## src/rtl/esm_pkg.sv

```systemverilog
// Shared sizing and instruction-field layout for the ESM dependency scheduler.
package esm_pkg;
  localparam int IW_DEF     = 32;
  localparam int REGNUM_DEF = 32;
  localparam int BS_DEF     = 16;
  localparam int RA_DEF     = $clog2(REGNUM_DEF);
  localparam int BI_DEF     = $clog2(BS_DEF);

  localparam int RS1_LSB = 15;
  localparam int RS2_LSB = 20;
  localparam int RD_LSB  = 7;
endpackage

```

## src/rtl/esm_reg_writer_table.sv

```systemverilog
// Last-writer table: maps each architectural register to the window slot that will produce it.
module esm_reg_writer_table
  import esm_pkg::*;
#(
  parameter int REGNUM = REGNUM_DEF,
  parameter int BS     = BS_DEF,
  localparam int RA    = $clog2(REGNUM),
  localparam int BI    = $clog2(BS)
) (
  input  logic                 clk,
  input  logic                 rst,
  input  logic [2:0][RA-1:0]   look_reg,
  input  logic [2:0]           look_en,
  output logic [2:0][BS-1:0]   look_mask,
  input  logic                 upd_en,
  input  logic [RA-1:0]        upd_reg,
  input  logic [BI-1:0]        upd_idx,
  input  logic                 clr_en,
  input  logic [BI-1:0]        clr_idx
);

  logic [REGNUM-1:0] wr_v;
  logic [BI-1:0]     wr_idx [REGNUM];

  // Register 0 is hardwired, so it never produces a dependency.
  always_comb begin
    for (int p = 0; p < 3; p++) begin
      look_mask[p] = '0;
      if (look_en[p] && look_reg[p] != '0 && wr_v[look_reg[p]])
        look_mask[p][wr_idx[look_reg[p]]] = 1'b1;
    end
  end

  // A same-edge update beats the completion clear for the same register.
  always_ff @(posedge clk or posedge rst) begin
    if (rst) begin
      wr_v <= '0;
    end else begin
      for (int r = 0; r < REGNUM; r++)
        if (clr_en && wr_v[r] && wr_idx[r] == clr_idx)
          wr_v[r] <= 1'b0;
      if (upd_en)
        wr_v[upd_reg] <= 1'b1;
    end
  end

  always_ff @(posedge clk) begin
    if (upd_en)
      wr_idx[upd_reg] <= upd_idx;
  end

endmodule

```

## src/rtl/esm_dep_scheduler.sv

```systemverilog
// Instruction-window scheduler: tracks RAW/WAW dependencies per slot and issues one ready entry per cycle round-robin.
module esm_dep_scheduler
  import esm_pkg::*;
#(
  parameter int IW     = IW_DEF,
  parameter int REGNUM = REGNUM_DEF,
  parameter int BS     = BS_DEF,
  localparam int RA    = $clog2(REGNUM),
  localparam int BI    = $clog2(BS)
) (
  input  logic          clk,
  input  logic          rst,
  input  logic          alloc_valid,
  output logic          alloc_ready,
  input  logic [IW-1:0] alloc_instr,
  input  logic          alloc_use_rs2,
  input  logic          alloc_writes_rd,
  output logic [BI-1:0] alloc_index,
  output logic          issue_valid,
  input  logic          issue_ready,
  output logic [BI-1:0] issue_index,
  input  logic          complete_valid,
  input  logic [BI-1:0] complete_index,
  output logic [BI:0]   occupancy,
  output logic          full,
  output logic          empty
);

  logic [BS-1:0]      valid, issued, cand, comp_mask, new_row;
  logic [BS-1:0]      dep [BS];
  logic [BI-1:0]      rr;
  logic [RA-1:0]      rs1, rs2, rd;
  logic [2:0][BS-1:0] look_mask;
  logic               alloc_fire, issue_fire, comp_fire, found;
  logic               instr_unused;

  assign rs1 = alloc_instr[RS1_LSB +: RA];
  assign rs2 = alloc_instr[RS2_LSB +: RA];
  assign rd  = alloc_instr[RD_LSB +: RA];
  assign instr_unused = ^alloc_instr;

  assign alloc_fire = alloc_valid && alloc_ready;
  assign issue_fire = issue_valid && issue_ready;
  assign comp_fire  = complete_valid && valid[complete_index];
  assign comp_mask  = comp_fire ? (BS'(1) << complete_index) : '0;
  assign new_row    = (look_mask[0] | look_mask[1] | look_mask[2]) & ~comp_mask;

  esm_reg_writer_table #(.REGNUM(REGNUM), .BS(BS)) u_writer_table (
    .clk       (clk),
    .rst       (rst),
    .look_reg  ({rd, rs2, rs1}),
    .look_en   ({alloc_writes_rd, alloc_use_rs2, 1'b1}),
    .look_mask (look_mask),
    .upd_en    (alloc_fire && alloc_writes_rd && rd != '0),
    .upd_reg   (rd),
    .upd_idx   (alloc_index),
    .clr_en    (comp_fire),
    .clr_idx   (complete_index)
  );

  // Occupancy and lowest-free slot from registered valid bits.
  always_comb begin
    occupancy   = '0;
    alloc_index = '0;
    for (int i = 0; i < BS; i++)
      occupancy = occupancy + {{BI{1'b0}}, valid[i]};
    for (int i = BS - 1; i >= 0; i--)
      if (!valid[i]) alloc_index = BI'(i);
  end

  assign full        = (occupancy == (BI + 1)'(BS));
  assign empty       = (occupancy == '0);
  assign alloc_ready = !full;

  // Round-robin: first candidate at or after rr, wrapping.
  always_comb begin
    found       = 1'b0;
    issue_index = '0;
    for (int i = 0; i < BS; i++)
      cand[i] = valid[i] && !issued[i] && (dep[i] == '0);
    for (int k = 0; k < BS; k++) begin
      if (!found && cand[(int'(rr) + k) % BS]) begin
        found       = 1'b1;
        issue_index = BI'((int'(rr) + k) % BS);
      end
    end
    issue_valid = found;
  end

  // Issue, then completion (wins on same entry), then allocation into a slot free before the edge.
  always_ff @(posedge clk or posedge rst) begin
    if (rst) begin
      valid  <= '0;
      issued <= '0;
      rr     <= '0;
      for (int i = 0; i < BS; i++) dep[i] <= '0;
    end else begin
      if (issue_fire) begin
        issued[issue_index] <= 1'b1;
        rr <= (issue_index == BI'(BS - 1)) ? '0 : issue_index + 1'b1;
      end
      if (comp_fire) begin
        valid[complete_index]  <= 1'b0;
        issued[complete_index] <= 1'b0;
        for (int i = 0; i < BS; i++) dep[i][complete_index] <= 1'b0;
      end
      if (alloc_fire) begin
        valid[alloc_index]  <= 1'b1;
        issued[alloc_index] <= 1'b0;
        dep[alloc_index]    <= new_row;
      end
    end
  end

endmodule

```

## config.mk

```make
export PLATFORM = sky130hd
export DESIGN_NAME = esm_dep_scheduler
export DESIGN_NICKNAME = d
export VERILOG_FILES = /design/src/rtl/esm_pkg.sv /design/src/rtl/esm_reg_writer_table.sv /design/src/rtl/esm_dep_scheduler.sv
export SDC_FILE = /design/constraint.sdc
export NUM_CORES = 1
export LEC_CHECK = 0
export ABC_CLOCK_PERIOD_IN_PS = 30600
export CAP_MARGIN = 20
export CORE_ASPECT_RATIO = 1.2
export CORE_MARGIN = 2
export CORE_UTILIZATION = 49
export DETAILED_ROUTE_END_ITERATION = 8
export PLACE_DENSITY = 0.65
export SYNTH_ARGS = -nofsm -noshare
export SYNTH_HDL_FRONTEND = slang
export SYNTH_SLANG_ARGS = --single-unit
```

## constraint.sdc

```tcl
create_clock -name clk -period 30.6 [get_ports clk]
set_input_delay 3.06 -clock clk [delete_from_list [all_inputs] [get_ports clk]]
set_output_delay 3.06 -clock clk [all_outputs]
set_load 0.1 [all_outputs]
```

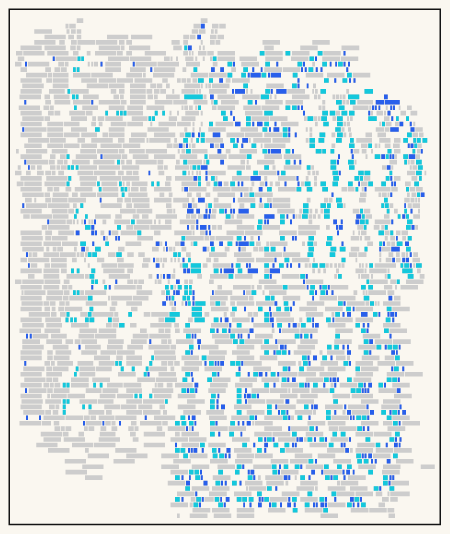
**Above:** run 1 (gate families picked out).
Drawn at 2 px/um.
legend:
  blue:
    family: NOR gates
    cells: 518
    most_used: nor2_1
  cyan:
    family: inverting AOI/OAI gates
    cells: 546
    most_used: a211oi_1
    where: all over the die

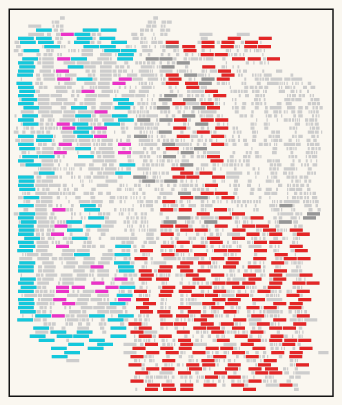
**Above:** run 1 (where the registers sit).
Drawn at 1.5 px/um.
legend:
  red:
    name_in_the_netlist: dep
    flops: 256
  cyan:
    name_in_the_netlist: u_writer_table.wr_idx
    flops: 128
  magenta:
    name_in_the_netlist: u_writer_table.wr_v
    flops: 32
not colored: 36

==> flow_summary.json, run 1 <==
{
  "status": "finished clean",
  "fin_crit_ns": 10.73,
  "wl_per_cell_um": 26.14,
  "routed_wl_um": 81960,
  "yosysTopAreaCell": "dfrtp_1",
  "crit_chain": "inv_1 > ha_1 > buf_4 > o32ai_1 > o22ai_2 > nor4_1 > nor2_1 > a21oi_1 > a21oi_1 > o22ai_1 > o22ai_1 > a31o_2 > nand2_1 > clkdlybuf4s50_1",
  "grt_max_degree": 177,
  "synth.avg_cell_area_sq_um": 10.85,
  "drc": 0,
  "sh_comb_area_pct": 45.97,
  "period_used_pct": 35.07,
  "hold_ws_ns": 0.5193,
  "reg_top3": "dep x256, u_writer_table.wr_idx x128, u_writer_table.wr_v x32",
  "die_h_um": 256.9,
  "muxShareOfSynthArea_pct": 14.21,
  "bufAreaShareNonClock_pct": 3.227,
  "ys.flop_type": "dfrtp_1",
  "min_to": "issued[9]",
  "hold_buffers": 0,
  "largest-register": "dep",
  "ant_nets": 0,
  "syn_to_final_growth_pct": 11.33,
  "die_area_sq_um": 55180,
  "clockRootBuffer": "clkbuf_16",
  "setup_viol": 0,
  "routabilityCongestion": 0.9471,
  "route.top_layer_used": "met5",
  "ys_sh_aoi_pct": 15.68,
  "initCoreUtil_pct": 49.66,
  "grt_use_met3_pct": 4.043,
  "clk_pin_slew_ns": 0.08,
  "htreeDepth": 2,
  "pre_cts_ws_ns": 20.66,
  "max_cap_viol_count": 0,
  "synth_top_cell_by_count": "nor2_1",
  "slowest_stage": "clkdlybuf4s50_1",
  "dp_hpwl_um": 55800,
  "adder_share_pct": 1.533,
  "cts_setup_buffers": 0,
  "xor_share_pct": 4.756,
  "top_cell_area_share_pct": 31.04,
  "die_w_um": 214.8,
  "fmax_mhz": 93.18,
  "cp.depth": 14,
  "ys.warnings.count": 0,
  "fill_cells": 4551,
  "largest_reg_flops": 256,
  "grt_usage_pct": 29.91,
  "ys_chip_area_sq_um": 26120,
  "use_met1_pct": 36.50,
  "final_hold_viol_count": 0,
  "io_buffers": 42,
  "rr_worst_depth": 15,
  "required_ns": 27.54,
  "comb_area_sq_um": 13370,
  "syn-instance-count": 2407,
  "cp_slowest_stage_delay_ns": 1.19,
  "crit_family": "buffers and inverters",
  "async_flop_share_pct": 71.68,
  "final_nets": 2460,
  "ys_seq_share_pct": 45.75,
  "critPathLaunchType": "flop",
  "logic_family": "AND-OR/OR-AND gates",
  "critical_path_class": "flop to output pin",
  "drt_iter0_drc": 1697,
  "cts_made_buffers": 48,
  "nNonClkInverters": 63,
  "route.layer.met1.wl_um": 31670,
  "ys_cells": 2407,
  "num_antenna_cells": 0,
  "ioPinCount": 60,
  "critPathBufInv": 3,
  "worstMarginPinSlew_ns": 1.195,
  "simple_gate_share_pct": 14.39,
  "final_util_pct": 55.28
}
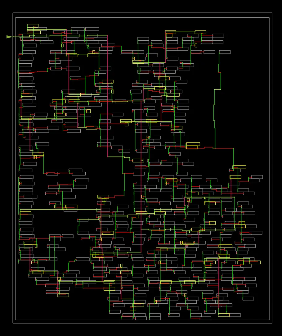
**Above:** run 1 (clock wiring as the flow saved it).
worst skew pair latency: 0.63 ns
CTS sink cnt: 452

==> run 2: changes to the inputs <==
- ABC_CLOCK_PERIOD_IN_PS: 30600 -> 10400
- clock period: 30.6 -> 10.4 ns (I/O delays scaled with it)
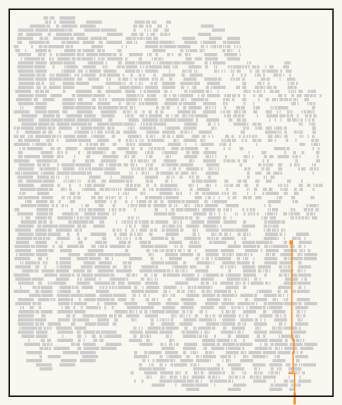
**Above:** run 2 (port wiring).
Drawn at 1.5 px/um.
legend:
  orange:
    port: issue_ready
    bits: 1
    direction: input
    edge: bottom
    end_cells: 1
    buffers: 1
    wire: 108 um

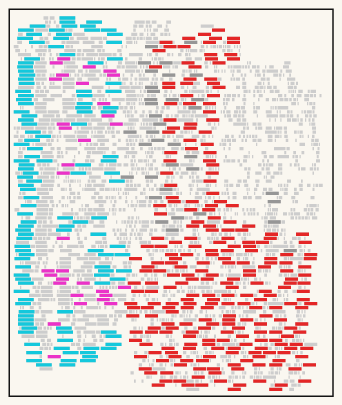
**Above:** run 2 (where the registers sit).
Drawn at 1.5 px/um.
legend:
  red:
    name_in_the_netlist: dep
    flops: 256
  cyan:
    name_in_the_netlist: u_writer_table.wr_idx
    flops: 128
  magenta:
    name_in_the_netlist: u_writer_table.wr_v
    flops: 32
    where: a vertical strip on the left
not colored: 36

==> run 2 against run 1 <==
Register-to-register slack got worse by 20 ns. Hold slack got worse by 0.0035 ns. Non-clock buffer count rose by 3.
==> flow_summary.json, run 2 <==
{
  "clock_sinks": 452,
  "clk_pin_slew_ns": 0.07,
  "io_buffers": 42,
  "wl_per_cell_um": 26.59,
  "ant_nets": 0,
  "routed_wl_um": 83390,
  "critPathBufInv": 3,
  "cp.depth": 13,
  "num_antenna_cells": 0,
  "cts_setup_buffers": 0,
  "die_area_sq_um": 55180,
  "comb_area_sq_um": 13370,
  "ys_seq_share_pct": 45.75,
  "largest-register": "dep",
  "synth.avg_cell_area_sq_um": 10.85,
  "ys_chip_area_sq_um": 26120,
  "setup_viol": 0,
  "crit_chain": "inv_1 > ha_1 > inv_1 > nor2_1 > o221ai_1 > nand4_1 > mux2i_1 > nor3_1 > nand4_1 > nor2_1 > nand3_1 > nand2_1 > clkdlybuf4s50_1",
  "rr_worst_depth": 16,
  "ioPinCount": 60,
  "clockRootBuffer": "clkbuf_16",
  "min_to": "issued[8]",
  "ys_cells": 2407,
  "status": "finished clean",
  "synth_top_cell_by_count": "nor2_1",
  "grt_use_met3_pct": 3.842,
  "async_flop_share_pct": 71.68,
  "drt_iter0_drc": 2021,
  "htreeDepth": 2,
  "syn_to_final_growth_pct": 11.10,
  "cts_made_buffers": 47,
  "pre_cts_ws_ns": 2.745,
  "insertion_delay_ns": 0.62,
  "grt_usage_pct": 30.32,
  "critPathLaunchType": "flop",
  "die_h_um": 256.9,
  "syn-instance-count": 2407,
  "route.layer.met1.wl_um": 31110,
  "xor_share_pct": 4.756,
  "cts_resized": 0,
  "crit_family": "simple AND/OR/NAND/NOR gates",
  "critical_path_class": "flop to output pin",
  "fill_cells": 4577,
  "hold_buffers": 0,
  "yosysTopAreaCell": "dfrtp_1",
  "slowest_stage": "clkdlybuf4s50_1",
  "logic_family": "AND-OR/OR-AND gates",
  "grt_max_degree": 142,
  "die_w_um": 214.8,
  "ys.warnings.count": 0,
  "required_ns": 9.36,
  "period_used_pct": 80.45,
  "sh_comb_area_pct": 46.06,
  "muxShareOfSynthArea_pct": 14.21,
  "drc": 0,
  "top_cell_area_share_pct": 31.04,
  "adder_share_pct": 1.533,
  "nNonClkInverters": 63,
  "initCoreUtil_pct": 49.66,
  "largest_reg_flops": 256,
  "cp_slowest_stage_delay_ns": 1.20,
  "bufAreaShareNonClock_pct": 3.156,
  "finalWorstSetupSlack_ns": 2.033,
  "hold_ws_ns": 0.5159,
  "fin_crit_ns": 8.367,
  "fmax_mhz": 119.5,
  "max_cap_viol_count": 0,
  "final_nets": 2462,
  "final_util_pct": 55.17,
  "ys_sh_aoi_pct": 15.68,
  "worstMarginPinSlew_ns": 1.135
}
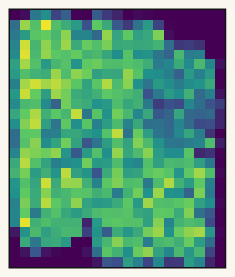
**Above:** run 2 (local utilization).
Drawn at 1 px/um. The die is cut into 21 by 26 equal tiles; dark purple is low, yellow is high, 0 to 100% covered.
emptiest ninth of the die: upper right
fullest tile: 98%
mean over tiles: 51%
tiles over 75% full: 15%

==> run 3: changes to the inputs <==
- ABC_CLOCK_PERIOD_IN_PS: 10400 -> 6800
- PLACE_DENSITY: 0.65 -> 0.68
- clock period: 10.4 -> 6.8 ns (I/O delays scaled with it)
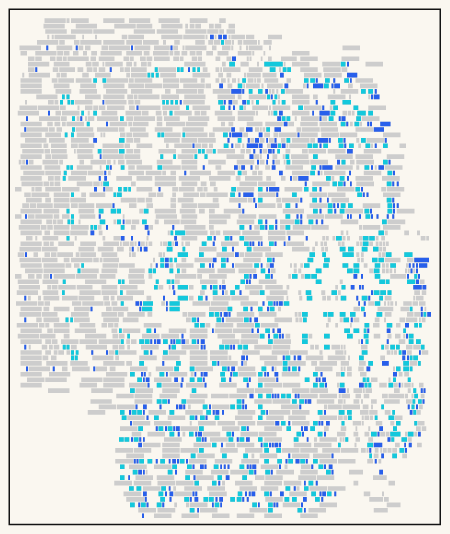
**Above:** run 3 (gate families picked out).
Drawn at 2 px/um.
legend:
  blue:
    family: NOR gates
    cells: 518
    most_used: nor2_1
  cyan:
    family: inverting AOI/OAI gates
    cells: 546
    most_used: a211oi_1
    where: all over the die

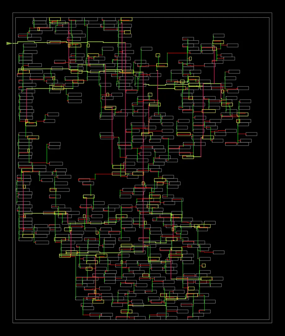
**Above:** run 3 (clock wiring as the flow saved it).
worst skew pair latency: 0.61 ns
flop count: 452
Num CTS Buffers: 47
clock buf count: 64

==> run 3 against run 2 <==
Setup slack worse by 1.5 ns. Sequential share of layout area down 0.19 points. Synthesized cell count unchanged. Final cell count up 0.45%. Global-route usage up 0.36 points. Largest cell class unchanged. Critical endpoint is now alloc_ready.
==> flow_summary.json, run 3 <==
{
  "bufAreaShareNonClock_pct": 3.733,
  "xor_share_pct": 4.756,
  "critPathBufInv": 6,
  "clockRootBuffer": "clkbuf_16",
  "final_util_pct": 55.43,
  "status": "finished clean",
  "period_used_pct": 92.28,
  "largest-register": "dep",
  "setup_viol": 0,
  "wl_per_cell_um": 26.71,
  "ys_seq_share_pct": 45.75,
  "yosysTopAreaCell": "dfrtp_1",
  "pre_cts_ws_ns": 0.8991,
  "cts_resized": 0,
  "setup_tns_ns": 0,
  "htreeDepth": 2,
  "num_antenna_cells": 0,
  "top_cell_area_share_pct": 31.04,
  "muxShareOfSynthArea_pct": 14.21,
  "ys.warnings.count": 0,
  "critPathLaunchType": "flop",
  "fill_cells": 4511,
  "sh_comb_area_pct": 45.90,
  "rr_worst_depth": 18,
  "critical_path_class": "flop to output pin",
  "grt_usage_pct": 30.68,
  "comb_area_sq_um": 13390,
  "die_w_um": 214.8,
  "drc": 0,
  "required_ns": 6.12,
  "finalWorstSetupSlack_ns": 0.5252,
  "layout_top_cell": "nor2_1",
  "grt_max_degree": 180,
  "ioPinCount": 60,
  "die_area_sq_um": 55180,
  "initCoreUtil_pct": 49.66,
  "largest_reg_flops": 256,
  "syn_to_final_growth_pct": 11.62,
  "crit_chain": "fa_1 > inv_1 > fa_1 > inv_1 > fa_1 > inv_1 > fa_1 > inv_1 > ha_1 > inv_1 > fa_1 > xnor2_2 > nor4_1 > nand2_1 > clkdlybuf4s50_1",
  "route.layer.met1.wl_um": 30240,
  "synth_top_cell_by_count": "nor2_1",
  "cts_setup_buffers": 0,
  "drt_iter0_drc": 2134,
  "syn-instance-count": 2407,
  "hold_ws_ns": 0.4675,
  "fin_crit_ns": 6.275,
  "worstMarginPinSlew_ns": 1.138,
  "die_h_um": 256.9,
  "ys_chip_area_sq_um": 26120,
  "final_nets": 2475,
  "io_buffers": 42,
  "synth.avg_cell_area_sq_um": 10.85,
  "crit_family": "adder cells",
  "slowest_stage": "clkdlybuf4s50_1",
  "logic_family": "AND-OR/OR-AND gates",
  "routed_wl_um": 84140,
  "async_flop_share_pct": 71.68,
  "ys_cells": 2407,
  "cp.depth": 15,
  "clock_sinks": 452,
  "ant_nets": 0,
  "first_global_vias": 21220
}
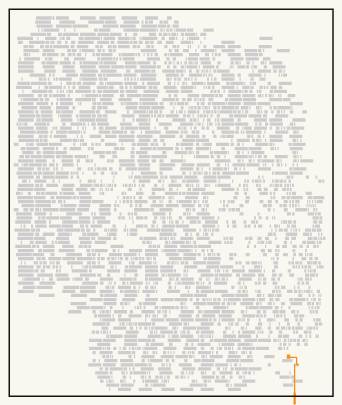
**Above:** run 3 (port wiring).
Drawn at 1.5 px/um.
legend:
  orange:
    port: issue_ready
    bits: 1
    direction: input
    edge: bottom
    end_cells: 1
    buffers: 1
    wire: 32.9 um

